### config.mk
export PLATFORM = sky130hd
export DESIGN_NAME = cart_mem_arbiter_flat
export DESIGN_NICKNAME = d
export VERILOG_FILES = /design/src/rtl/cart_pkg.sv /design/src/rtl/cart_mem_arbiter_if.sv /design/src/rtl/cart_mem_arbiter_edge_detect.sv /design/src/rtl/cart_mem_arbiter.sv /design/src/flat_wrapper.sv
export SDC_FILE = /design/constraint.sdc
export NUM_CORES = 1
export LEC_CHECK = 0
export CORE_MARGIN = 2
export CORE_UTILIZATION = 47
export DETAILED_ROUTE_END_ITERATION = 7
export GPL_ROUTABILITY_DRIVEN = 0
export PLACE_DENSITY = 0.8
export SLEW_MARGIN = 20
export SYNTH_ARGS = -nofsm -noshare
export SYNTH_HDL_FRONTEND = slang
export SYNTH_SLANG_ARGS = --single-unit
### constraint.sdc
create_clock -name clk -period 5.8 [get_ports clk]
set_input_delay 1.74 -clock clk [delete_from_list [all_inputs] [get_ports clk]]
set_output_delay 1.74 -clock clk [all_outputs]
set_load 0.01 [all_outputs]
### src/rtl/cart_pkg.sv
// Shared types and constants for the N64 cart memory arbiter.
package cart_pkg;

  typedef enum logic [1:0] {
    IDLE,
    N64_RD,
    LDR_ACC
  } state_e;

  localparam int          MEM_AW_DEF   = 24;
  localparam logic [31:0] ROM_BASE_DEF = 32'h1000_0000;
  localparam logic [31:0] ROM_MASK_DEF = 32'h03FF_FFFF;
  localparam logic [15:0] DEAD_DATA    = 16'hDEAD;

  function automatic logic in_rom(
    input logic [31:0] a,
    input logic [31:0] base,
    input logic [31:0] mask
  );
    return (a & ~mask) == base;
  endfunction

endpackage

### src/rtl/cart_mem_arbiter_if.sv
// Word-wide memory request bus shared by the N64 and loader paths.
interface cart_mem_arbiter_if
  import cart_pkg::*;
#(
  parameter int AW = MEM_AW_DEF
);

  logic          mem_req;
  logic          mem_we;
  logic [AW-1:0] mem_addr;
  logic [15:0]   mem_wdata;
  logic          mem_ack;
  logic [15:0]   mem_rdata;

  modport master (
    output mem_req, mem_we, mem_addr, mem_wdata,
    input  mem_ack, mem_rdata
  );

  modport slave (
    input  mem_req, mem_we, mem_addr, mem_wdata,
    output mem_ack, mem_rdata
  );

endinterface

### src/rtl/cart_mem_arbiter_edge_detect.sv
// Two-flop synchroniser with registered rise/fall strobes.
module edge_detect (
  input  logic clk,
  input  logic rst,
  input  logic d,
  output logic rise,
  output logic fall
);

  logic [1:0] sync_q;
  logic [1:0] sync_d;

  always_comb begin
    sync_d = {sync_q[0], d};
  end

  always_ff @(posedge clk or posedge rst) begin
    if (rst) begin
      sync_q <= '0;
    end else begin
      sync_q <= sync_d;
    end
  end

  assign rise = sync_q[0] & ~sync_q[1];
  assign fall = ~sync_q[0] & sync_q[1];

endmodule

### src/rtl/cart_mem_arbiter.sv
// Arbitrates cart ROM reads and loader accesses onto one memory port.
// Define ARB_TIMEOUT_EN to enable the memory-ack watchdog.
module cart_mem_arbiter
  import cart_pkg::*;
#(
  parameter int          MEM_AW         = MEM_AW_DEF,
  parameter logic [31:0] ROM_BASE       = ROM_BASE_DEF,
  parameter logic [31:0] ROM_MASK       = ROM_MASK_DEF,
  parameter int          TIMEOUT_CYCLES = 255
) (
  input  logic               clk,
  input  logic               rst,
  input  logic [31:0]        n64_addr,
  input  logic               n64_addr_ready,
  output logic [15:0]        n64_data,
  output logic               n64_data_valid,
  input  logic               ldr_req,
  input  logic               ldr_we,
  input  logic [MEM_AW-1:0]  ldr_addr,
  input  logic [15:0]        ldr_wdata,
  output logic               ldr_ack,
  output logic [15:0]        ldr_rdata,
  cart_mem_arbiter_if.master mem,
  output logic               overrun,
  output logic               timeout
);

  state_e state_q, state_d;

  logic              pend_q, pend_d;
  logic [31:0]       pend_addr_q, pend_addr_d;
  logic              req_q, req_d;
  logic              we_q, we_d;
  logic [MEM_AW-1:0] addr_q, addr_d;
  logic [15:0]       wdata_q, wdata_d;
  logic [15:0]       data_q, data_d;
  logic              valid_q, valid_d;
  logic              lack_q, lack_d;
  logic [15:0]       lrdata_q, lrdata_d;
  logic              ovr_q, ovr_d;

  logic              rise;
  logic              n64_go;
  logic [31:0]       n64_a;

`ifdef ARB_TIMEOUT_EN
  localparam int CLW = $clog2(TIMEOUT_CYCLES + 1);
  localparam int CW  = (CLW > 8) ? CLW : 8;

  logic [CW-1:0] cnt_q, cnt_d;
  logic          tmo_q, tmo_d;
`endif

  edge_detect u_rdy_edge (
    .clk  (clk),
    .rst  (rst),
    .d    (n64_addr_ready),
    .rise (rise),
    .fall ()
  );

  always_comb begin
    state_d     = state_q;
    pend_d      = pend_q;
    pend_addr_d = pend_addr_q;
    req_d       = req_q;
    we_d        = we_q;
    addr_d      = addr_q;
    wdata_d     = wdata_q;
    data_d      = data_q;
    valid_d     = 1'b0;
    lack_d      = 1'b0;
    lrdata_d    = lrdata_q;
    ovr_d       = ovr_q;
    n64_go      = pend_q | rise;
    n64_a       = pend_q ? pend_addr_q : n64_addr;

    // An issued read leaves the slot, so only unissued requests can be lost.
    if (rise) begin
      pend_d      = 1'b1;
      pend_addr_d = n64_addr;
      if (pend_q && state_q != IDLE) begin
        ovr_d = 1'b1;
      end
    end

    unique case (state_q)
      IDLE: begin
        if (n64_go) begin
          pend_d = pend_q & rise;
          if (in_rom(n64_a, ROM_BASE, ROM_MASK)) begin
            req_d   = 1'b1;
            we_d    = 1'b0;
            addr_d  = n64_a[MEM_AW:1];
            state_d = N64_RD;
          end else begin
            valid_d = 1'b1;
            data_d  = '0;
          end
        end else if (ldr_req && !lack_q) begin
          // lack_q masks the loader's still-held request in its ack cycle.
          req_d   = 1'b1;
          we_d    = ldr_we;
          addr_d  = ldr_addr;
          wdata_d = ldr_wdata;
          state_d = LDR_ACC;
        end
      end
      N64_RD: begin
        if (mem.mem_ack) begin
          data_d  = mem.mem_rdata;
          valid_d = 1'b1;
          req_d   = 1'b0;
          state_d = IDLE;
        end
      end
      LDR_ACC: begin
        if (mem.mem_ack) begin
          lack_d  = 1'b1;
          req_d   = 1'b0;
          state_d = IDLE;
          if (!we_q) begin
            lrdata_d = mem.mem_rdata;
          end
        end
      end
      default: state_d = IDLE;
    endcase

`ifdef ARB_TIMEOUT_EN
    cnt_d = req_q ? cnt_q + 1'b1 : '0;
    tmo_d = tmo_q;
    if (req_q && !mem.mem_ack &&
        cnt_q == CW'(TIMEOUT_CYCLES - 1)) begin
      req_d   = 1'b0;
      tmo_d   = 1'b1;
      state_d = IDLE;
      if (state_q == N64_RD) begin
        valid_d = 1'b1;
        data_d  = DEAD_DATA;
      end else begin
        lack_d   = 1'b1;
        lrdata_d = DEAD_DATA;
      end
    end
`endif
  end

  always_ff @(posedge clk or posedge rst) begin
    if (rst) begin
      state_q     <= IDLE;
      pend_q      <= 1'b0;
      pend_addr_q <= '0;
      req_q       <= 1'b0;
      we_q        <= 1'b0;
      addr_q      <= '0;
      wdata_q     <= '0;
      data_q      <= '0;
      valid_q     <= 1'b0;
      lack_q      <= 1'b0;
      lrdata_q    <= '0;
      ovr_q       <= 1'b0;
    end else begin
      state_q     <= state_d;
      pend_q      <= pend_d;
      pend_addr_q <= pend_addr_d;
      req_q       <= req_d;
      we_q        <= we_d;
      addr_q      <= addr_d;
      wdata_q     <= wdata_d;
      data_q      <= data_d;
      valid_q     <= valid_d;
      lack_q      <= lack_d;
      lrdata_q    <= lrdata_d;
      ovr_q       <= ovr_d;
    end
  end

`ifdef ARB_TIMEOUT_EN
  always_ff @(posedge clk or posedge rst) begin
    if (rst) begin
      cnt_q <= '0;
      tmo_q <= 1'b0;
    end else begin
      cnt_q <= cnt_d;
      tmo_q <= tmo_d;
    end
  end

  assign timeout = tmo_q;
`else
  assign timeout = 1'b0;
`endif

  assign mem.mem_req   = req_q;
  assign mem.mem_we    = we_q;
  assign mem.mem_addr  = addr_q;
  assign mem.mem_wdata = wdata_q;

  assign n64_data       = data_q;
  assign n64_data_valid = valid_q;
  assign ldr_ack        = lack_q;
  assign ldr_rdata      = lrdata_q;
  assign overrun        = ovr_q;

endmodule

### src/flat_wrapper.sv
// flat-port wrapper written by rule: the top's interface ports become plain ports
module cart_mem_arbiter_flat import cart_pkg::*;
#(
  parameter int          MEM_AW         = MEM_AW_DEF,
  parameter logic [31:0] ROM_BASE       = ROM_BASE_DEF,
  parameter logic [31:0] ROM_MASK       = ROM_MASK_DEF,
  parameter int          TIMEOUT_CYCLES = 255
)
  (clk, rst, n64_addr, n64_addr_ready, n64_data, n64_data_valid, ldr_req, ldr_we, ldr_addr, ldr_wdata, ldr_ack, ldr_rdata, overrun, timeout, mem_mem_req, mem_mem_we, mem_mem_addr, mem_mem_wdata, mem_mem_ack, mem_mem_rdata);
  cart_mem_arbiter_if #(.AW(24)) mem_i ();
  input  logic clk;
  input  logic rst;
  input  logic [31:0] n64_addr;
  input  logic n64_addr_ready;
  output logic [15:0] n64_data;
  output logic n64_data_valid;
  input  logic ldr_req;
  input  logic ldr_we;
  input  logic [MEM_AW-1:0] ldr_addr;
  input  logic [15:0] ldr_wdata;
  output logic ldr_ack;
  output logic [15:0] ldr_rdata;
  output logic overrun;
  output logic timeout;
  output wire logic [$bits(mem_i.mem_req)-1:0] mem_mem_req;
  output wire logic [$bits(mem_i.mem_we)-1:0] mem_mem_we;
  output wire logic [$bits(mem_i.mem_addr)-1:0] mem_mem_addr;
  output wire logic [$bits(mem_i.mem_wdata)-1:0] mem_mem_wdata;
  input wire logic [$bits(mem_i.mem_ack)-1:0] mem_mem_ack;
  input wire logic [$bits(mem_i.mem_rdata)-1:0] mem_mem_rdata;
  assign mem_mem_req = mem_i.mem_req;
  assign mem_mem_we = mem_i.mem_we;
  assign mem_mem_addr = mem_i.mem_addr;
  assign mem_mem_wdata = mem_i.mem_wdata;
  assign mem_i.mem_ack = mem_mem_ack;
  assign mem_i.mem_rdata = mem_mem_rdata;
  cart_mem_arbiter #(.MEM_AW(MEM_AW), .ROM_BASE(ROM_BASE), .ROM_MASK(ROM_MASK), .TIMEOUT_CYCLES(TIMEOUT_CYCLES)) u_core (.clk(clk), .rst(rst), .n64_addr(n64_addr), .n64_addr_ready(n64_addr_ready), .n64_data(n64_data), .n64_data_valid(n64_data_valid), .ldr_req(ldr_req), .ldr_we(ldr_we), .ldr_addr(ldr_addr), .ldr_wdata(ldr_wdata), .ldr_ack(ldr_ack), .ldr_rdata(ldr_rdata), .mem(mem_i), .overrun(overrun), .timeout(timeout));
endmodule
### Cell placement, run 1

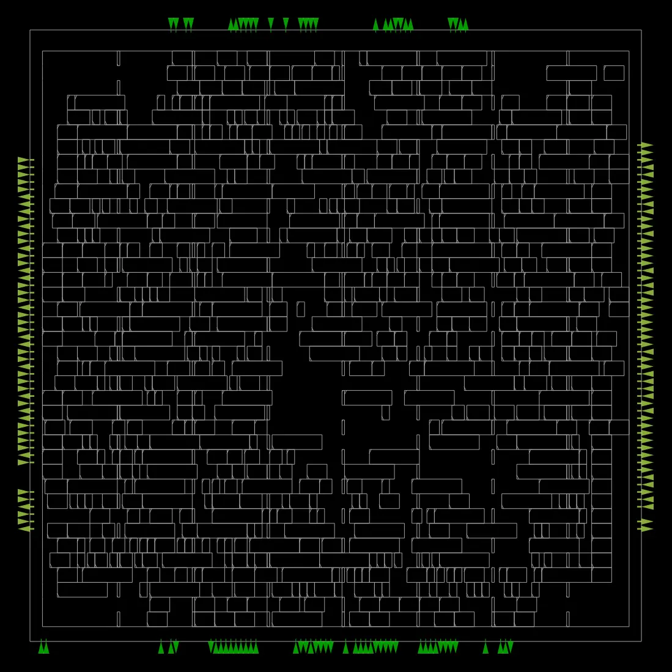
fillcell total: 959
# Taps: 143
final design utilization: 65.8%
FF+latch count: 112
number of standard cells in the final layout excluding fillers: 854

### Signal wires by layer, run 1

Scale: 3 px per um. Two of the layers only.
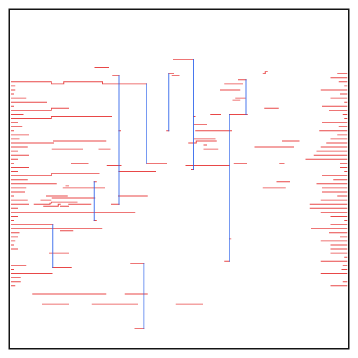
| colour | layer | wire length |
|---|---|---|
| blue | met4 | 235 um |
| red | met3 | 1040 um |
overall track demand over capacity in global routing: 23.4%
post-DR wirelength/cell: 17.5 um
Routed WL: 14.9 mm
Vias: 4880

### Register map, names as in the netlist, run 1

Scale: 4 px per um. Other sequential cells in the stronger grey, the rest of the logic in the fainter grey.
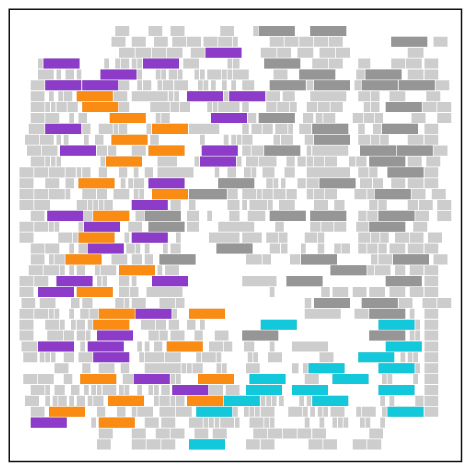
| colour | signal | sequential cells |
|---|---|---|
| cyan | u_core.mem.mem_wdata | 16 |
| purple | u_core.pend_addr_q | 30 |
| orange | u_core.mem.mem_addr | 24 |
sequential fraction of total cell area: 37.2%
P_seq: 1.18 mW

==> metrics.log, run 1 <==
[flow] collecting metrics
INFO  metric synth.most_common_cell = nand2_1
INFO  metric worst_pin_slew = 1080 ps
INFO  metric numClockSinks = 112
INFO  metric total_power = 3.14 mW
INFO  metric power_per_cell_area = 416 nW/um2
INFO  metric placed_cells_incl_taps = 838
INFO  metric globalRouteMet3Util = 4.64%
INFO  metric timing.setup.critical_path_class = input port to flop
INFO  metric wire_length_on_met3 = 1.04 mm
INFO  metric compound_area_share = 14.9%
INFO  metric num_antenna_cells = 0
INFO  metric busiest_layer = met2
INFO  metric power.sequential.fraction = 37.5%
INFO  metric critical_path.startpoint_type = input port
INFO  metric synth_area_per_cell = 9.81 um2
INFO  metric ctsHoldBuffers = 0
INFO  metric switching_share = 33.6%
INFO  metric post_synth_most_frequent_cells = 170 x nand2_1, 112 x dfrtp_1, 41 x mux2_2, 41 x o211ai_1, 29 x nand2b_1
INFO  metric cts_max_path_buffers = 2
INFO  metric synth-edff-count = 0
INFO  metric layout.cell_area.non_filler = 7540 um2
INFO  metric fin_crit_sh = 66.2%
INFO  metric cts.reportedPaths.clkPinSlew = 70 ps
INFO  metric r2r_cells = 6
INFO  metric grt_overflow = 0
INFO  metric detailedPlacementHpwl = 10.2 mm
INFO  metric critical-path-top-delay-family = buffers and inverters
INFO  metric min_path_type = flop to flop
INFO  metric ios = 172
INFO  metric chip_area = 12700 um2
INFO  metric yosys_area = 5550 um2
INFO  metric timing.max_cap.violations = 0
INFO  metric setup_viol = 0
INFO  metric timing.critical_path.arrival = 4080 ps
INFO  metric crit_path_end_kind = flop
INFO  metric worst_hold_slack = 414 ps
INFO  metric power.combinational.fraction = 42.2%
INFO  metric grt_use_met1 = 31.1%
INFO  metric finalSetupTns = 0 ps
INFO  metric cp_data_required_time = 6040 ps
INFO  metric grt_use_met2 = 38.6%
INFO  metric synth_cell_types = 39
INFO  metric reg2reg_slack = 3230 ps
INFO  metric reg2reg_to = u_core.state_q[1]
INFO  metric fmax = 261 MHz
INFO  metric timing.critical_path.from = mem_mem_ack
INFO  metric global_route_wire_length_before_repair = 24.3 mm
INFO  metric crit_path_cell_trace = clkdlybuf4s50_1 > buf_4 > inv_1 > nor2_1 > a32oi_1 > o211ai_1
INFO  metric r2r-start = u_core.state_q[1]
INFO  metric router_iterations_before_antenna_repair = 5
INFO  metric worstHoldPathCells = 0
INFO  metric min_from = u_core.u_rdy_edge.sync_q[0]
INFO  metric ys.flops = 112
INFO  metric intPower = 2.08 mW
INFO  metric worstSetupEndpoint = u_core.n64_data[0]
INFO  metric path_depth = 6
INFO  metric highest_power_group = combinational logic
INFO  metric routedLengthMet1 = 6.25 mm
INFO  metric synthDominantCellAreaShare = 50.5%
INFO  metric chip_width = 113 um
INFO  metric clock_tree.htree_level_count = 3
INFO  metric chipHeight = 113 um
INFO  metric synth-async-reset-ratio = 100%
INFO  metric post_cts_resize_count = 0
INFO  metric ys_sh_adder = 0.676%
INFO  metric syn-instance-count = 566
INFO  metric route.detailed.drc = 0
INFO  metric crit_path_top_delay_cell = nor2_1
INFO  metric cts_setup_buffers = 0
INFO  metric final_period_minus_worst_setup_slack = 3840 ps
INFO  metric run_status = finished clean
INFO  metric openroad.warnings = 30
INFO  metric grt_setup_unrepaired = false
INFO  metric first_global_vias = 4921
INFO  metric route.met2.wl = 7.41 mm
INFO  metric syn_area = 5550 um2
INFO  metric fin_nets = 804
INFO  metric hold_end = u_core.u_rdy_edge.sync_q[1]
INFO  metric dp_worst_setup_slack = 1780 ps
INFO  metric final_max_slew_viol_count = 0
INFO  metric switchingPower = 1.06 mW
INFO  metric dr.first_iter.drc_count = 250
INFO  metric placement_rows = 39
INFO  metric synth.mux.area_fraction = 8.50%
INFO  metric timing.critical_path.buf_inv = 3
INFO  metric simple_gate_share = 20.2%
INFO  metric maximum_number_of_pins_on_one_net_before_global_route_repair = 57
INFO  metric antenna_violating_nets_post_route = 0
INFO  metric pg_comb = 1.32 mW
INFO  metric synthFlopType = dfrtp_1
INFO  metric numCtsBuffers = 9
INFO  metric drive_gt1_share = 11.0%
INFO  metric synthXorXnorAreaFrac = 0%
-- run 1: cell type report --
type	instances	area, um2	area share (%)
clock inverter	3	40.0	0.531
multi-input combinational	400	2460	32.7
clock buffer	12	267	3.53
sequential	112	2800	37.2
inverter	6	25.0	0.332
tap	143	179	2.37
timing repair buffer	178	1760	23.3
-- run 1: worst register-to-register path, cell delays in order, from the launching register on --
cell     delay [ps]
dfrtp_1         400
inv_1           120
ha_1            450
buf_4           410
or4b_4          770
mux2i_1         230
a31o_1          120
-- run 1: registers in the layout, summed over array words and instances, names as in the netlist, 2 cells and up --
register and cells:
u_core.u_rdy_edge.sync_q 2, u_core.n64_data 16, u_core.ldr_rdata 16, u_core.mem.mem_addr 24, u_core.pend_addr_q 30, u_core.state_q 2
u_core.mem.mem_wdata 16
### Port wiring, run 1

Scale: 4 px per um.
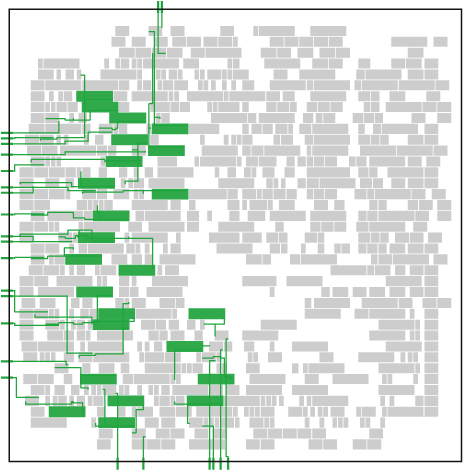

--- run 2 (diff from run 1) ---
==> constraint.sdc (replaced) <==
create_clock -name clk -period 3.78 [get_ports clk]
set_input_delay 1.134 -clock clk [delete_from_list [all_inputs] [get_ports clk]]
set_output_delay 1.134 -clock clk [all_outputs]
set_load 0.01 [all_outputs]
### Port wiring, run 2

Scale: 4 px per um.
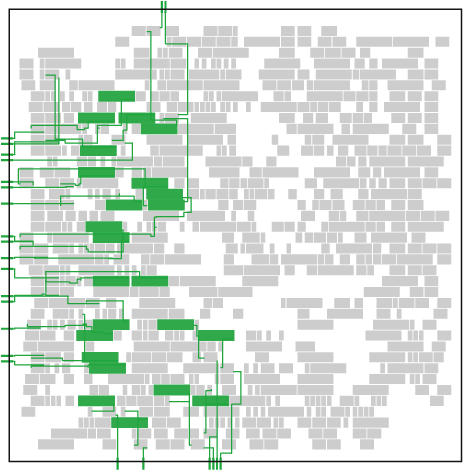
| colour | port | direction | edge | end cells | buffers | wire |
|---|---|---|---|---|---|---|
| green | mem_mem_addr | output | 16 left, 6 bottom, 2 top | 24 | 24 | 966 um |
I/O pins: 172
I/O Buffers: 168

### Register map, names as in the netlist, run 2

Scale: 4 px per um. Other sequential cells in the stronger grey, the rest of the logic in the fainter grey.
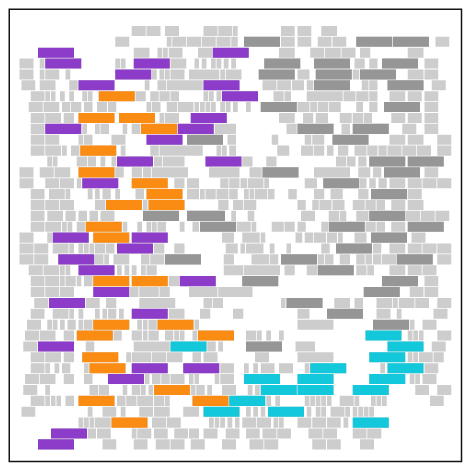
| colour | signal | sequential cells |
|---|---|---|
| purple | u_core.pend_addr_q | 30 |
| orange | u_core.mem.mem_addr | 24 |
| cyan | u_core.mem.mem_wdata | 16 |
P_seq: 1.82 mW
final design utilization: 66.4%

==> metrics.log, run 2 <==
[flow] collecting metrics
INFO  metric nNonClkInverters = 6 (unchanged)
INFO  metric seq_cell_count = 112 (unchanged)
INFO  metric r2r_cells = 5 (was 6)
INFO  metric chipHeight = 113 um (unchanged)
INFO  metric detail_route.wl_per_cell = 17.2 um (was 17.5 um)
INFO  metric area.growth.synth_to_final = 37.2% (was 35.8%)
INFO  metric grt_overflow = 0 (unchanged)
INFO  metric cts.reportedPaths.clkPinSlew = 70 ps (about the same)
INFO  metric layout.area.seq = 2800 um2 (unchanged)
INFO  metric timing.critical_path.buf_inv = 1 (was 3)
INFO  metric layout.comb_gates.multi_input = 400 (unchanged)
INFO  metric timing.critical_path.arrival = 2960 ps (was 4080 ps)
INFO  metric placed_cells_incl_taps = 844 (was 838)
INFO  metric global_route_wire_length_before_repair = 24.6 mm (was 24.3 mm)
INFO  metric final_period_minus_worst_setup_slack = 2680 ps
INFO  metric worstSetupEndpoint = u_core.state_q[1] (was u_core.n64_data[0])
INFO  metric run_status = finished clean (unchanged)
INFO  metric final_critical_path_setup_slack = 1100 ps (was 1960 ps)
INFO  metric synthDominantCellAreaShare = 50.5% (unchanged)
INFO  metric numClockSinks = 112 (unchanged)
INFO  metric crit_path_top_delay_cell = or4b_4 (was nor2_1)
INFO  metric post_synth_most_frequent_cells = 170 x nand2_1, 112 x dfrtp_1, 41 x mux2_2, 41 x o211ai_1, 29 x nand2b_1 (unchanged)
INFO  metric syn_area = 5550 um2 (unchanged)
INFO  metric synth.most_common_cell = nand2_1 (unchanged)
INFO  metric clock_tree.htree_level_count = 3 (unchanged)
INFO  metric layout.cell_area.non_filler = 7610 um2 (was 7540 um2)
INFO  metric highest_power_group = combinational logic (unchanged)
INFO  metric path_depth = 5 (was 6)
INFO  metric chip_width = 113 um (unchanged)
INFO  metric via_count = 4836 (was 4880)
INFO  metric signal_buffer_area_fraction = 23.9% (was 23.3%)
INFO  metric grtUsageTotal = 23.6% (was 23.4%)
INFO  metric critical_path.startpoint_type = input port (unchanged)
INFO  metric maximum_number_of_pins_on_one_net_before_global_route_repair = 49 (was 57)
INFO  metric worst_pin_slew = 773 ps (was 1080 ps)
INFO  metric crit_path_end_kind = flop (unchanged)
INFO  metric cp_data_required_time = 4060 ps (was 6040 ps)
INFO  metric setup_viol = 0 (unchanged)
INFO  metric postPlaceCellArea = 7280 um2 (was 7220 um2)
INFO  metric synthXorXnorAreaFrac = 0% (unchanged)
INFO  metric dp_worst_setup_slack = 405 ps (was 1780 ps)
INFO  metric dr.first_iter.drc_count = 351 (was 250)
INFO  metric min_path_type = flop to flop (unchanged)
INFO  metric max_flop_register = u_core.pend_addr_q (unchanged)
INFO  metric min_from = u_core.u_rdy_edge.sync_q[0] (unchanged)
INFO  metric post_cts_resize_count = 0 (unchanged)
INFO  metric ctsHoldBuffers = 0 (unchanged)
INFO  metric cts.root.buffer_cell = clkbuf_16 (unchanged)
INFO  metric timing.critical_path.from = ldr_req (was mem_mem_ack)
INFO  metric cts_max_path_buffers = 2 (unchanged)
INFO  metric vias_per_cell = 5.62 (was 5.71)
INFO  metric routed_wl = 14.8 mm (was 14.9 mm)
INFO  metric synth-edff-count = 0 (unchanged)
INFO  metric synth_cell_types = 39 (unchanged)
INFO  metric synthFlopType = dfrtp_1 (unchanged)
INFO  metric synth-async-reset-ratio = 100% (unchanged)
INFO  metric grt_setup_unrepaired = false (unchanged)
INFO  metric detailedPlacementHpwl = 10.2 mm (about the same)
INFO  metric antenna_violating_nets_post_route = 0 (unchanged)
INFO  metric reg2reg_slack = 1630 ps (was 3230 ps)
INFO  metric simple_gate_share = 20.2% (unchanged)
INFO  metric intPower = 3.22 mW (was 2.08 mW)
INFO  metric max_ffs_per_register = 30 (unchanged)
INFO  metric worstHoldPathCells = 0 (unchanged)
INFO  metric power.combinational.fraction = 41.8% (was 42.2%)
INFO  metric power_per_cell_area = 636 nW/um2 (was 416 nW/um2)
INFO  metric clock_cell_area_share = 4.17% (was 4.07%)
INFO  metric reg2reg_to = u_core.state_q[1] (unchanged)
INFO  metric n_tap_cell = 143 (unchanged)
INFO  metric critical_path.max_fanout = 41 (was 21)
INFO  metric r2r-start = u_core.state_q[1] (unchanged)
INFO  metric synth.mux.area_fraction = 8.50% (unchanged)
INFO  metric crit_path_cell_trace = clkdlybuf4s50_1 > nand2b_1 > or4b_4 > mux2i_1 > a31o_1 (was clkdlybuf4s50_1 > buf_4 > inv_1 > nor2_1 > a32oi_1 > o211ai_1)
INFO  metric comb_area_share = 32.4% (was 32.7%)
INFO  metric switching_share = 33.6% (about the same)
INFO  metric syn-instance-count = 566 (unchanged)
INFO  metric initial_antenna_violation_count = 0 (unchanged)
INFO  metric chip_area = 12700 um2 (unchanged)
INFO  metric initCoreUtil = 48.4% (unchanged)
INFO  metric yosys_area = 5550 um2 (unchanged)
INFO  metric ys_sh_adder = 0.676% (unchanged)
INFO  metric timing.max_cap.violations = 0 (unchanged)
INFO  metric router_iterations_before_antenna_repair = 5 (unchanged)
INFO  metric num_antenna_cells = 0 (unchanged)
INFO  metric mi_logic_area = 2460 um2 (unchanged)
INFO  metric core-area = 11500 um2 (unchanged)
INFO  metric fin_cells = 861 (was 854)
INFO  metric fin_crit_sh = 70.9%
INFO  metric numCtsBuffers = 9 (unchanged)
INFO  metric route.detailed.drc = 0 (unchanged)
INFO  metric fin_nets = 810 (was 804)
INFO  metric drive_gt1_share = 11.8% (was 11.0%)
INFO  metric fillers = 900 (was 959)
INFO  metric timing.setup.critical_path_class = input port to flop (unchanged)
INFO  metric first_global_vias = 4942 (was 4921)
INFO  metric critical-path-top-delay-family = simple AND/OR/NAND/NOR gates (was buffers and inverters)
INFO  metric final_max_slew_viol_count = 0 (unchanged)
INFO  metric finalSetupTns = 0 ps (unchanged)
INFO  metric synth_area_per_cell = 9.81 um2 (unchanged)
INFO  metric cts_setup_buffers = 0 (unchanged)
INFO  metric biggestCellCategory = flip-flops and latches (unchanged)
INFO  metric placement_rows = 39 (unchanged)
INFO  metric ys.flops = 112 (unchanged)
INFO  metric clock_skew = 8.07 ps (was 9.25 ps)
INFO  metric non_clock_buffer_count = 184 (was 178)
INFO  metric fmax = 373 MHz
INFO  metric tritoncts = done (unchanged)
INFO  metric seqAreaFraction = 36.8% (was 37.2%)
INFO  metric hold_end = u_core.u_rdy_edge.sync_q[1] (unchanged)
INFO  metric switchingPower = 1.63 mW (was 1.06 mW)
INFO  metric power.sequential.fraction = 37.6% (was 37.5%)
INFO  metric compound_area_share = 14.9% (unchanged)
INFO  metric openroad.warnings = 30 (unchanged)
INFO  metric clkbuf_count = 12 (unchanged)
INFO  metric clock.latency.late_pin = 350 ps (about the same)
INFO  metric pg_comb = 2.02 mW (was 1.32 mW)
run 2: per-stage QoR:
step / total power, mW / hold slack [ps]
2_1_floorplan: 2.86 / 368
3_3_place_gp: 3.78 / 400
3_5_place_dp: 3.86 / 409
4_1_cts: 4.86 / 436
5_1_grt: 5.11 / 444
6_report: 4.84 / 433
run 2: routing by layer:
metal,vias up,GRT usage (%),share of wire [%]
met5,-,0,0
met4,0,6.02,1.2
met3,17,4.21,7.0
met2,197,39.7,50
met1,2342,31.8,42
li1,2280,-,-
run 2: kinds of logic (layout without fill, tap and decap cells):
family,count (synthesis),in the layout
AND-OR/OR-AND,110,110
AND/OR/NAND/NOR,244,244
buffers and inverters,54,206
adder cells (fa/ha/maj),3,3
flip-flops,112,112
multiplexers,42,42
other,1,1
### Signal wires by layer, run 2

Scale: 3 px per um. Two of the layers only.
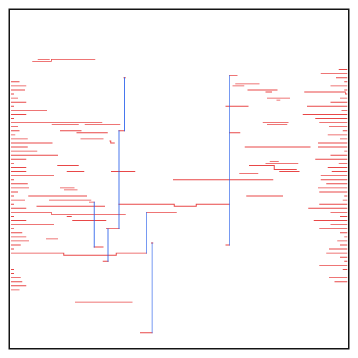

--- run 3 (diff from run 2) ---
==> constraint.sdc (replaced) <==
create_clock -name clk -period 2.77 [get_ports clk]
set_input_delay 0.831 -clock clk [delete_from_list [all_inputs] [get_ports clk]]
set_output_delay 0.831 -clock clk [all_outputs]
set_load 0.01 [all_outputs]
### Signal wires by layer, run 3

Scale: 3 px per um. Two of the layers only.
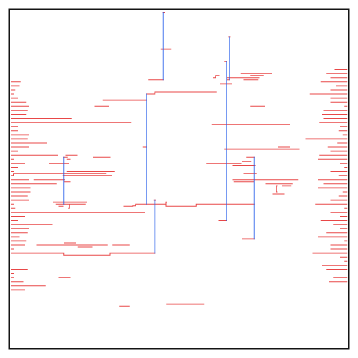
| colour | layer | wire length |
|---|---|---|
| red | met3 | 1090 um |
| blue | met4 | 187 um |
Routed WL: 14.7 mm
post-DR wirelength/cell: 17.1 um
Vias: 4882
overall track demand over capacity in global routing: 23.5%

==> metrics.log, run 3 <==
[flow] collecting metrics
INFO  metric synth-async-reset-ratio = 100% (unchanged)
INFO  metric fin_crit_sh = 93.3%
INFO  metric critical-path-top-delay-family = AND-OR/OR-AND gates (was simple AND/OR/NAND/NOR gates)
INFO  metric total_power = 6.65 mW (was 4.84 mW)
INFO  metric reg2reg_to = u_core.mem.mem_addr[23] (was u_core.state_q[1])
INFO  metric power_per_cell_area = 872 nW/um2 (was 636 nW/um2)
INFO  metric final_cell_mix = 170 x nand2_1, 168 x clkdlybuf4s50_1, 111 x dfrtp_1 (unchanged)
INFO  metric chipHeight = 113 um (unchanged)
INFO  metric path_depth = 5 (unchanged)
INFO  metric reg2reg_slack = 580 ps (was 1630 ps)
INFO  metric timing.critical_path.arrival = 2770 ps (was 2960 ps)
INFO  metric synthXorXnorAreaFrac = 0% (unchanged)
INFO  metric grt_overflow = 0 (unchanged)
INFO  metric critical_path.startpoint_type = input port (unchanged)
INFO  metric worst_pin_slew = 1080 ps (was 773 ps)
INFO  metric run_status = finished clean (unchanged)
INFO  metric synthDominantCellAreaShare = 50.5% (unchanged)
INFO  metric power.sequential.fraction = 37.4% (was 37.6%)
INFO  metric cts.root.buffer_cell = clkbuf_16 (unchanged)
INFO  metric first_global_vias = 4879 (was 4942)
INFO  metric numClockSinks = 112 (unchanged)
INFO  metric port_buffers = 168 (unchanged)
INFO  metric max_ffs_per_register = 30 (unchanged)
INFO  metric clock_skew = 8.66 ps (was 8.07 ps)
INFO  metric finalCoreUtilization = 66.5% (was 66.4%)
INFO  metric fin_nets = 810 (unchanged)
INFO  metric fmax = 387 MHz
INFO  metric synth_area_per_cell = 9.81 um2 (unchanged)
INFO  metric area.growth.synth_to_final = 37.3% (was 37.2%)
INFO  metric cts_setup_buffers = 0 (unchanged)
INFO  metric ys_seq_share = 50.5% (unchanged)
INFO  metric final_critical_path_setup_slack = 185 ps (was 1100 ps)
INFO  metric syn-instance-count = 566 (unchanged)
INFO  metric tritoncts = done (unchanged)
INFO  metric openroad.warnings = 32 (was 30)
INFO  metric routedLengthMet1 = 6.15 mm (was 6.22 mm)
INFO  metric finalSetupTns = 0 ps (unchanged)
INFO  metric share_clk_of_total_power = 21.1% (was 20.6%)
INFO  metric ys_sh_adder = 0.676% (unchanged)
INFO  metric timing.max_cap.violations = 0 (unchanged)
INFO  metric num_antenna_cells = 0 (unchanged)
INFO  metric r2r-start = u_core.state_q[1] (unchanged)
INFO  metric router_iterations_before_antenna_repair = 5 (unchanged)
INFO  metric switching_share = 33.6% (about the same)
INFO  metric topRoutingLayerUsed = met4 (unchanged)
INFO  metric setup_viol = 0 (unchanged)
INFO  metric cts_max_path_buffers = 2 (unchanged)
INFO  metric grt_use_met1 = 30.5% (was 31.8%)
INFO  metric min_path_type = flop to flop (unchanged)
INFO  metric worstHoldPathCells = 0 (unchanged)
INFO  metric clock.latency.late_pin = 350 ps (about the same)
INFO  metric grt_setup_unrepaired = false (unchanged)
INFO  metric max_flop_register = u_core.pend_addr_q (unchanged)
INFO  metric synth_cell_types = 39 (unchanged)
INFO  metric route.met2.wl = 7.30 mm (was 7.36 mm)
INFO  metric chip_area = 12700 um2 (unchanged)
INFO  metric dr.first_iter.drc_count = 251 (was 351)
INFO  metric final_period_minus_worst_setup_slack = 2590 ps
INFO  metric hold_end = u_core.u_rdy_edge.sync_q[1] (unchanged)
INFO  metric initial_antenna_violation_count = 0 (unchanged)
INFO  metric crit_path_end_kind = flop (unchanged)
INFO  metric min_from = u_core.u_rdy_edge.sync_q[0] (unchanged)
INFO  metric clock_tree.htree_level_count = 3 (unchanged)
INFO  metric ios = 172 (unchanged)
INFO  metric antenna_violating_nets_post_route = 0 (unchanged)
INFO  metric postPlaceCellArea = 7300 um2 (was 7280 um2)
INFO  metric drive_gt1_share = 11.7% (was 11.8%)
INFO  metric maximum_number_of_pins_on_one_net_before_global_route_repair = 113 (was 49)
INFO  metric simple_gate_share = 20.2% (unchanged)
INFO  metric r2r_cells = 5 (unchanged)
INFO  metric busiest_layer = met2 (unchanged)
INFO  metric crit_path_cell_trace = clkdlybuf4s50_1 > nor4_4 > and3_4 > o31ai_4 > o22ai_1 (was clkdlybuf4s50_1 > nand2b_1 > or4b_4 > mux2i_1 > a31o_1)
INFO  metric yosys_area = 5550 um2 (unchanged)
INFO  metric vias_per_cell = 5.67 (was 5.62)
INFO  metric synthFlopType = dfrtp_1 (unchanged)
INFO  metric grt_use_met2 = 40.2% (was 39.7%)
INFO  metric peakVddDrop = 0.000531 V (was 0.000338 V)
INFO  metric layout.cell_area.non_filler = 7620 um2 (was 7610 um2)
INFO  metric chip_width = 113 um (unchanged)
INFO  metric compound_area_share = 14.9% (unchanged)
INFO  metric worst_hold_slack = 430 ps (was 433 ps)
INFO  metric intPower = 4.41 mW (was 3.22 mW)
INFO  metric timing.setup.critical_path_class = input port to flop (unchanged)
INFO  metric switchingPower = 2.23 mW (was 1.63 mW)
INFO  metric global_route_wire_length_before_repair = 24.3 mm (was 24.6 mm)
INFO  metric wire_length_on_met3 = 1.09 mm (was 1.04 mm)
INFO  metric core-area = 11500 um2 (unchanged)
INFO  metric fin_cells = 861 (unchanged)
INFO  metric synth-cells-yosys = 566 (unchanged)
INFO  metric layout.area.seq = 2800 um2 (unchanged)
INFO  metric placed_cells_incl_taps = 845 (was 844)
INFO  metric syn_area = 5550 um2 (unchanged)
INFO  metric timing.critical_path.from = n64_addr[30] (was ldr_req)
INFO  metric initCoreUtil = 48.4% (unchanged)
INFO  metric placement_rows = 39 (unchanged)
INFO  metric numCtsBuffers = 9 (unchanged)
INFO  metric synth.mux.area_fraction = 8.50% (unchanged)
INFO  metric route.detailed.drc = 0 (unchanged)
INFO  metric cts.reportedPaths.clkPinSlew = 70 ps (about the same)
INFO  metric ys.flops = 112 (unchanged)
INFO  metric power.combinational.fraction = 41.5% (was 41.8%)
INFO  metric synth-edff-count = 0 (unchanged)
INFO  metric worstSetupEndpoint = u_core.mem.mem_addr[4] (was u_core.state_q[1])
INFO  metric detailedPlacementHpwl = 9.98 mm (was 10.2 mm)
INFO  metric final_max_slew_viol_count = 0 (unchanged)
INFO  metric critical_path.max_fanout = 25 (was 41)
INFO  metric crit_path_top_delay_cell = o31ai_4 (was or4b_4)
INFO  metric dp_worst_setup_slack = -158 ps (was 405 ps)
INFO  metric post_cts_resize_count = 0 (unchanged)
INFO  metric ctsHoldBuffers = 0 (unchanged)
### Cell placement, run 3

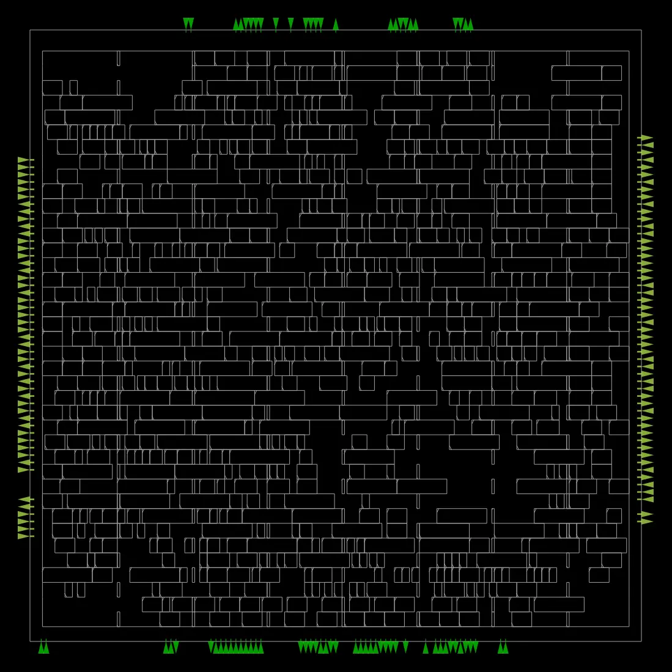
fillcell total: 916
sequential fraction of total cell area: 36.8%

## run 3: worst reg2reg max path: stages, from the launching register on
cell     delay, ps
dfrtp_1        400
inv_1          110
ha_1           460
or4b_4         770
nand2_1        190
o22ai_1        100
## run 3: power groups by stage
stage	Sequential (mW)	Clock, mW	Combinational [mW]
finish	2.48	1.40	2.76
global route	2.55	1.51	2.98
CTS	2.49	1.44	2.78
detailed placement	2.50	0	2.77
global placement	2.49	0	2.69
floorplan	2.65	0	1.25
## run 3: area by class of cell
class	instances	share of cell area, %
Multi-Input combinational cell	400	32.3
Timing Repair Buffer	184	24.0
Sequential cell	112	36.8
Clock inverter	6	1.20
Clock buffer	10	3.00
Inverter	6	0.345
Tap cell	143	2.35

==> gallery <==
Wiring heat map.
Scale: 3 px per um. The die is cut into 23 by 23 equal tiles; dark blue is low, red is high, scaled to the fullest tile. Values are wire area over tile area, all layers added.
picture 1
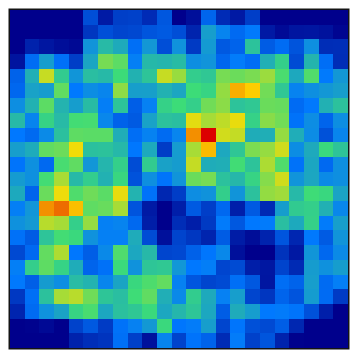
picture 2
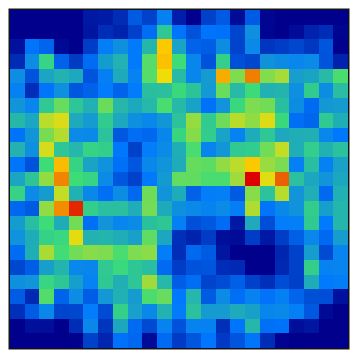
Run 1 is picture 1.
Run 3 is picture 2.

Key to picture 1:
mean over tiles: 0.19
tiles over half the peak: 17%
emptiest ninth of the die: bottom right
fullest tile: 0.61
nearly empty tiles: 7.6%
densest ninth of the die: left middle

No activity file was given, so power comes from the tool's default toggle rates.
